==> images/port_trees.png <==
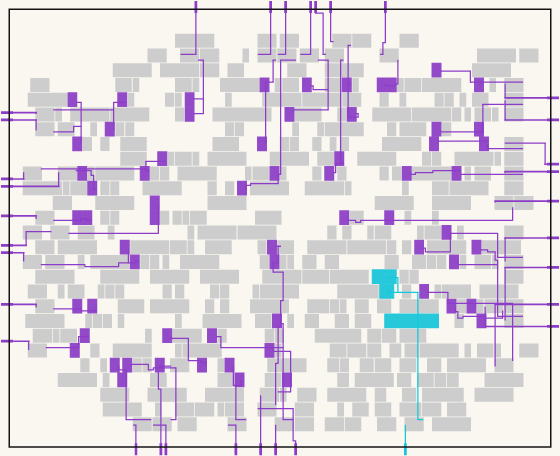
==> images/placed.png <==
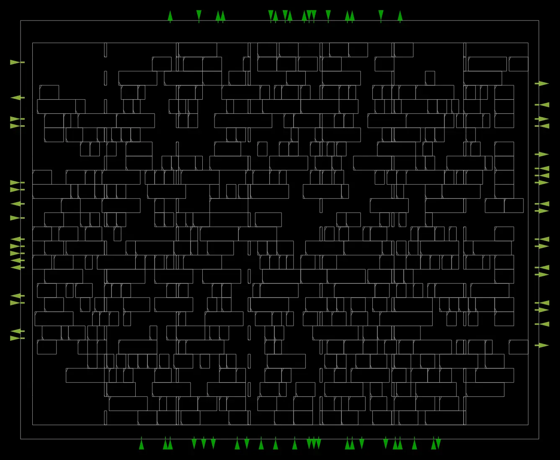
==> images/route_heat.png <==
The die is cut into 20 by 16 equal tiles; black is low, pale yellow is high, scaled to the fullest tile. Values are wire area over tile area, all layers added.
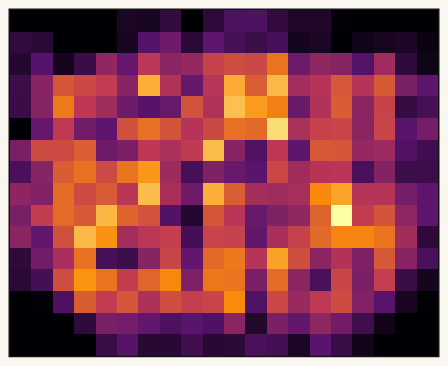
==> images/m3.png <==
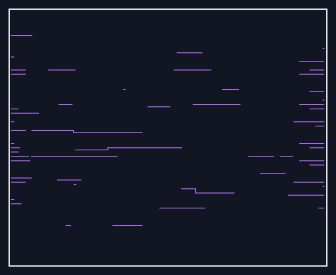
**src/rtl/fifo_reader_pkg.sv**
```systemverilog
// fifo_reader_pkg
// Shared constants and types for the FIFO drain stage (fifo_reader) and its
// two-entry output buffer (reader_skid_buf).
//   DATA_W_DEFAULT : default data width, matching the FIFO d_out bus.
//   CNT_W_DEFAULT  : default width of the pop statistics counter. It is only
//                    used when FIFO_READER_STAT_EN is defined.
//   occ_e          : output buffer occupancy, which is also the FSM state.
package fifo_reader_pkg;

  localparam int DATA_W_DEFAULT = 32;
  localparam int CNT_W_DEFAULT  = 16;

  typedef enum logic [1:0] {
    EMPTY = 2'd0,
    ONE   = 2'd1,
    TWO   = 2'd2
  } occ_e;

endpackage

```
**src/rtl/reader_skid_buf.sv**
```systemverilog
// reader_skid_buf
// Two-entry shift buffer that sits between the FIFO read port and the stream
// output. Entry 0 is always the head. Entry 1 holds the second word while the
// consumer stalls. The occupancy FSM (EMPTY/ONE/TWO) is exported, so the
// wrapper can budget FIFO reads against the free slots.
// Ports:
//   clk        : rising-edge clock
//   reset_n    : synchronous active-low reset; clears the state and both entries
//   i_push     : write i_pushData into the tail slot this edge
//   i_pushData : word to write
//   i_pop      : remove the head this edge (ignored when EMPTY)
//   o_occ      : current occupancy
//   o_head     : head entry (entry 0)
module reader_skid_buf
  import fifo_reader_pkg::*;
#(
  parameter int DATA_W = DATA_W_DEFAULT
) (
  input  logic              clk,
  input  logic              reset_n,
  input  logic              i_push,
  input  logic [DATA_W-1:0] i_pushData,
  input  logic              i_pop,
  output occ_e              o_occ,
  output logic [DATA_W-1:0] o_head
);

  occ_e              r_state;
  occ_e              w_nextState;
  logic [DATA_W-1:0] r_entry0;
  logic [DATA_W-1:0] r_entry1;
  logic              w_load0;
  logic              w_load1;
  logic              w_shift;

  // Occupancy state register. Reset returns to EMPTY, which discards any
  // buffered words.
  always_ff @(posedge clk) begin
    if (!reset_n) begin
      r_state <= EMPTY;
    end else begin
      r_state <= w_nextState;
    end
  end

  // Next-state logic and entry write controls.
  // In ONE, a simultaneous push and pop overwrites the head directly, so the
  // new word becomes head on the next cycle without passing through entry 1.
  // In TWO a push cannot happen, because the wrapper never issues a read that
  // could land there. Only the pop-and-shift path exists in that state.
  always_comb begin
    w_nextState = r_state;
    w_load0     = 1'b0;
    w_load1     = 1'b0;
    w_shift     = 1'b0;
    case (r_state)
      EMPTY: begin
        if (i_push) begin
          w_nextState = ONE;
          w_load0     = 1'b1;
        end
      end
      ONE: begin
        if (i_push && i_pop) begin
          w_load0 = 1'b1;
        end else if (i_push) begin
          w_nextState = TWO;
          w_load1     = 1'b1;
        end else if (i_pop) begin
          w_nextState = EMPTY;
        end
      end
      TWO: begin
        if (i_pop) begin
          w_nextState = ONE;
          w_shift     = 1'b1;
        end
      end
      default: begin
        w_nextState = EMPTY;
      end
    endcase
  end

  // Data entries. The head is either loaded with a fresh word or refilled
  // from entry 1 when the buffer drains from TWO to ONE.
  always_ff @(posedge clk) begin
    if (!reset_n) begin
      r_entry0 <= '0;
      r_entry1 <= '0;
    end else begin
      if (w_load0) begin
        r_entry0 <= i_pushData;
      end else if (w_shift) begin
        r_entry0 <= r_entry1;
      end
      if (w_load1) begin
        r_entry1 <= i_pushData;
      end
    end
  end

  assign o_occ  = r_state;
  assign o_head = r_entry0;

endmodule

```
**src/rtl/fifo_reader.sv**
```systemverilog
// fifo_reader
// Drain stage for the 8-entry, 32-bit synchronous FIFO. It issues FIFO reads,
// captures each returned word into a two-entry buffer and presents the words
// on a valid/ready stream. The two buffer slots cover the FIFO's one-cycle
// registered read latency, so reads can run back to back while the consumer
// keeps up. The consumer can still stall at any time without losing words.
// Optional feature macro: FIFO_READER_STAT_EN adds the rd_count and
// err_sticky ports and their logic.
// Ports:
//   clk         : rising-edge clock
//   reset_n     : synchronous active-low reset
//   en          : allow new FIFO reads. Buffered and in-flight words drain regardless.
//   fifo_empty  : FIFO empty flag
//   fifo_rd_ack : FIFO read acknowledge, with valid fifo_d_out
//   fifo_rd_err : FIFO read error (read issued on empty)
//   fifo_d_out  : FIFO read data
//   fifo_rd_en  : FIFO read request
//   m_valid     : stream data valid
//   m_ready     : stream consumer ready
//   m_data      : stream data (buffer head)
//   busy        : buffer non-empty or read in flight
//   rd_count    : (FIFO_READER_STAT_EN) stream pops, wrapping
//   err_sticky  : (FIFO_READER_STAT_EN) any read error or missing ack seen
module fifo_reader
  import fifo_reader_pkg::*;
#(
  parameter int DATA_W = DATA_W_DEFAULT
`ifdef FIFO_READER_STAT_EN
  ,
  parameter int CNT_W = CNT_W_DEFAULT
`endif
) (
  input  logic              clk,
  input  logic              reset_n,
  input  logic              en,
  input  logic              fifo_empty,
  input  logic              fifo_rd_ack,
  input  logic              fifo_rd_err,
  input  logic [DATA_W-1:0] fifo_d_out,
  output logic              fifo_rd_en,
  output logic              m_valid,
  input  logic              m_ready,
  output logic [DATA_W-1:0] m_data,
  output logic              busy
`ifdef FIFO_READER_STAT_EN
  ,
  output logic [CNT_W-1:0]  rd_count,
  output logic              err_sticky
`endif
);

  occ_e              w_occ;
  logic [DATA_W-1:0] w_head;
  logic              r_inflight;
  logic              w_push;
  logic              w_pop;
  logic              w_rdEn;
  logic [2:0]        w_used;

  // A word is captured only for a read that is actually in flight. A response
  // that flags an error, or brings neither ack nor err, releases the slot
  // credit and writes nothing. The wrapper therefore never waits on a
  // response that will not come. If ack and err arrive together, the
  // response is treated as a failed read.
  assign w_push = r_inflight & fifo_rd_ack & ~fifo_rd_err;
  assign w_pop  = m_valid & m_ready;

  // Slots committed after this edge: buffered words plus the outstanding
  // read, less the word leaving on this edge. A pop frees its slot in the
  // same cycle. This lets a new read go out while the head is consumed,
  // which gives one word per cycle in steady state. The occupancy never
  // exceeds two, because at most one read is in flight.
  assign w_used = {1'b0, w_occ} + {2'b00, r_inflight} - {2'b00, w_pop};
  assign w_rdEn = reset_n & en & ~fifo_empty & (w_used < 3'd2);

  // In-flight flag. It is set for exactly the cycle in which the FIFO answers
  // a read. Reset clears it, so an ack arriving after reset is ignored.
  always_ff @(posedge clk) begin
    if (!reset_n) begin
      r_inflight <= 1'b0;
    end else begin
      r_inflight <= w_rdEn;
    end
  end

  reader_skid_buf #(
    .DATA_W (DATA_W)
  ) u_skidBuf (
    .clk        (clk),
    .reset_n    (reset_n),
    .i_push     (w_push),
    .i_pushData (fifo_d_out),
    .i_pop      (w_pop),
    .o_occ      (w_occ),
    .o_head     (w_head)
  );

  assign fifo_rd_en = w_rdEn;
  assign m_valid    = (w_occ != EMPTY);
  assign m_data     = w_head;
  assign busy       = (w_occ != EMPTY) | r_inflight;

`ifdef FIFO_READER_STAT_EN
  logic [CNT_W-1:0] r_rdCount;
  logic             r_errSticky;

  // Statistics. The pop counter wraps naturally. The error flag latches any
  // FIFO error, and any in-flight cycle without an ack, until the next reset.
  always_ff @(posedge clk) begin
    if (!reset_n) begin
      r_rdCount   <= '0;
      r_errSticky <= 1'b0;
    end else begin
      if (w_pop) begin
        r_rdCount <= r_rdCount + CNT_W'(1);
      end
      if (fifo_rd_err || (r_inflight && !fifo_rd_ack)) begin
        r_errSticky <= 1'b1;
      end
    end
  end

  assign rd_count   = r_rdCount;
  assign err_sticky = r_errSticky;
`endif

endmodule
```
**config.mk**
```make
export PLATFORM = sky130hd
export DESIGN_NAME = fifo_reader
export DESIGN_NICKNAME = d
export VERILOG_FILES = /design/src/rtl/fifo_reader_pkg.sv /design/src/rtl/reader_skid_buf.sv /design/src/rtl/fifo_reader.sv
export SDC_FILE = /design/constraint.sdc
export NUM_CORES = 1
export LEC_CHECK = 0
export CORE_ASPECT_RATIO = 0.8
export CORE_MARGIN = 2
export CORE_UTILIZATION = 40
export CTS_BUF_LIST = sky130_fd_sc_hd__clkbuf_8
export DETAILED_ROUTE_END_ITERATION = 10
export PLACE_DENSITY_LB_ADDON = 0.1
export SETUP_SLACK_MARGIN = 0.05
export SLEW_MARGIN = 20
export SYNTH_ARGS = -nofsm -noshare
export SYNTH_HDL_FRONTEND = slang
export SYNTH_SLANG_ARGS = --single-unit
export TNS_END_PERCENT = 5
```
**constraint.sdc**
```tcl
create_clock -name clk -period 2.1 [get_ports clk]
set_input_delay 0.315 -clock clk [delete_from_list [all_inputs] [get_ports clk]]
set_output_delay 0.315 -clock clk [all_outputs]
set_load 0.05 [all_outputs]
```
==> reports/qor.yml <==
synth.yosys.chip_area_um2: 2920
comb-power_uw: 257
final.setup.worst_slack_ns: -0.282
die_area_um2: 8010
cts.path.max_buffers: 2
final_cell_area_um2: 3970
drt_iter0_markers: 209
worst-r2r-cell-count: 4
numSequentialCells: 67
detailed_place.area_um2: 3750
cap_violations: 0
numCtsBuffers: 9
syn-num-nets: 393
place.gp.congestion: 0.741
arrival_ns: 2.07
synth_flops: 67
drc: 0
async_reset_ff_frac: 0
clock_area_frac: 0.0489
area.sequential_um2: 1350
slew_violations: 0
overall_power_mw: 2.60
clk-insertion-delay-late_ns: 0.34
detailedPlacementHpwl_um: 4630
crit_type: "flip-flop to output port"
finalHoldViolCount: 0
largest_area_contributor_in_the_synthesized_netlist: "sky130_fd_sc_hd__dfxtp_1"
warning_count: 29
layout.cells.most_common_list: "69 x sky130_fd_sc_hd__clkdlybuf4s50_1, 65 x sky130_fd_sc_hd__dfxtp_1, 64 x sky130_fd_sc_hd__nand2_1"
port_buffers: 73
simple_gate_share: 0.235
finish.net_count: 457
result_of_the_run: "finished, violations left"
core-area_um2: 6990
yosys.area_share.xor_xnor: 0.00300
worst_clock_skew_ns: 0.00905
antenna_found_initial: 0
setup_violations: 1
antenna_left: 0
top_cell_types_by_occurrence_after_synthesis: "67 x sky130_fd_sc_hd__dfxtp_1, 65 x sky130_fd_sc_hd__nand2_1, 34 x sky130_fd_sc_hd__a21oi_1"
min-delay-path-class: "flip-flop to flip-flop"
n_clock_buffer: 10
clk-power_mw: 1.05
combAreaFraction: 0.355
detailedRoute.firstPassIterationCount: 4
nMultiInputCombCells: 246
placed_cells_incl_taps: 490
power.density_nw_per_um2: 656
worst-slew-pin-transition_ns: 0.676
area_share_nonclk_buffers: 0.227
finalWirelength_um: 7800
grt_max_degree: 68
cts.htree.levels: 3
seq-cell-share: 0.339
initial_core_util: 0.418
postSynthSeqShare: 0.459
ys.warnings.count: 0
synthCells: 353
power_report.internal_total_mw: 1.97
num_antenna_cells: 0
syn-mean-instance-area_um2: 8.28
maxPowerGroup: "registers"
globalRouteOverflowTotal: 0
min_path_cells: 2
routed_wire_length_per_instance_um: 15.3
violations: "negative setup slack"
slew_headroom: 0.550
period_used_share: 1.13
mappedNetlistArea_um2: 2920
top_logic_kind: "simple AND/OR/NAND/NOR gates"
seq_power_share: 0.497
timing.critical_path.depth: 7
yosysUniqueCellTypes: 32
first_global_vias: 2640
cts.sinks: 67
dr_total_vias: 2800
ys_cells: 353
crit_path_cells: "nand3b_4 -> inv_4 -> buf_6 -> fa_1 -> nand2_2 -> nor4_4 -> buf_12"
floorplan.die.width_um: 99.6
critPathCaptureType: "output port"
Back to the opening pictures, port_trees.png:
legend:
  fifo_d_out:
    color: purple
    bits: 32
    direction: input
    end_cells: 64
    buffers: 32
    wire: 913 um
  fifo_rd_ack:
    color: cyan
    bits: 1
    direction: input
    end_cells: 3
    buffers: 1
    wire: 38.4 um

Back to the opening pictures, placed.png:
Taps Inserted: 87
number of fill cells in the layout: 663
non-filler instance count after layout: 509
Core Rows: 27

Back to the opening pictures, route_heat.png:
mean over tiles: 0.15
nearly empty tiles: 9.7%
tiles over half the peak: 32%
fullest tile: 0.42
densest ninth of the die: west

Back to the opening pictures, m3.png:
wire length on this layer: 382 um
nets with wire on the layer: 47
longest straight run: 27.1 um
main direction: horizontal
share of all routed wire: 4.9%

## metal layers
metal / global-route usage / routed length [um] / vias to the layer above
met5: 0 / 0 / -
met4: 0.0603 / 59 / 0
met3: 0.0531 / 381 / 6
met2: 0.326 / 3740 / 72
met1: 0.273 / 3620 / 1322
li1: - / - / 1400
## what timing repair did
action,4_1_cts,5_1_grt
buffers inserted,0,3
gates resized,4,1
pin swaps,1,3
endpoints found under the setup margin,3,1
endpoints found under the hold margin,0,0
## path summary, 6_finish.rpt
path         slack, ns                   start                     end
min               0.48  u_skidBuf.r_entry1[29]  u_skidBuf.r_entry1[29]
max reg2reg       0.49      u_skidBuf.o_occ[1]     u_skidBuf.o_head[8]
max              -0.28      u_skidBuf.o_occ[0]              fifo_rd_en
min reg2reg       0.48  u_skidBuf.r_entry1[29]  u_skidBuf.r_entry1[29]
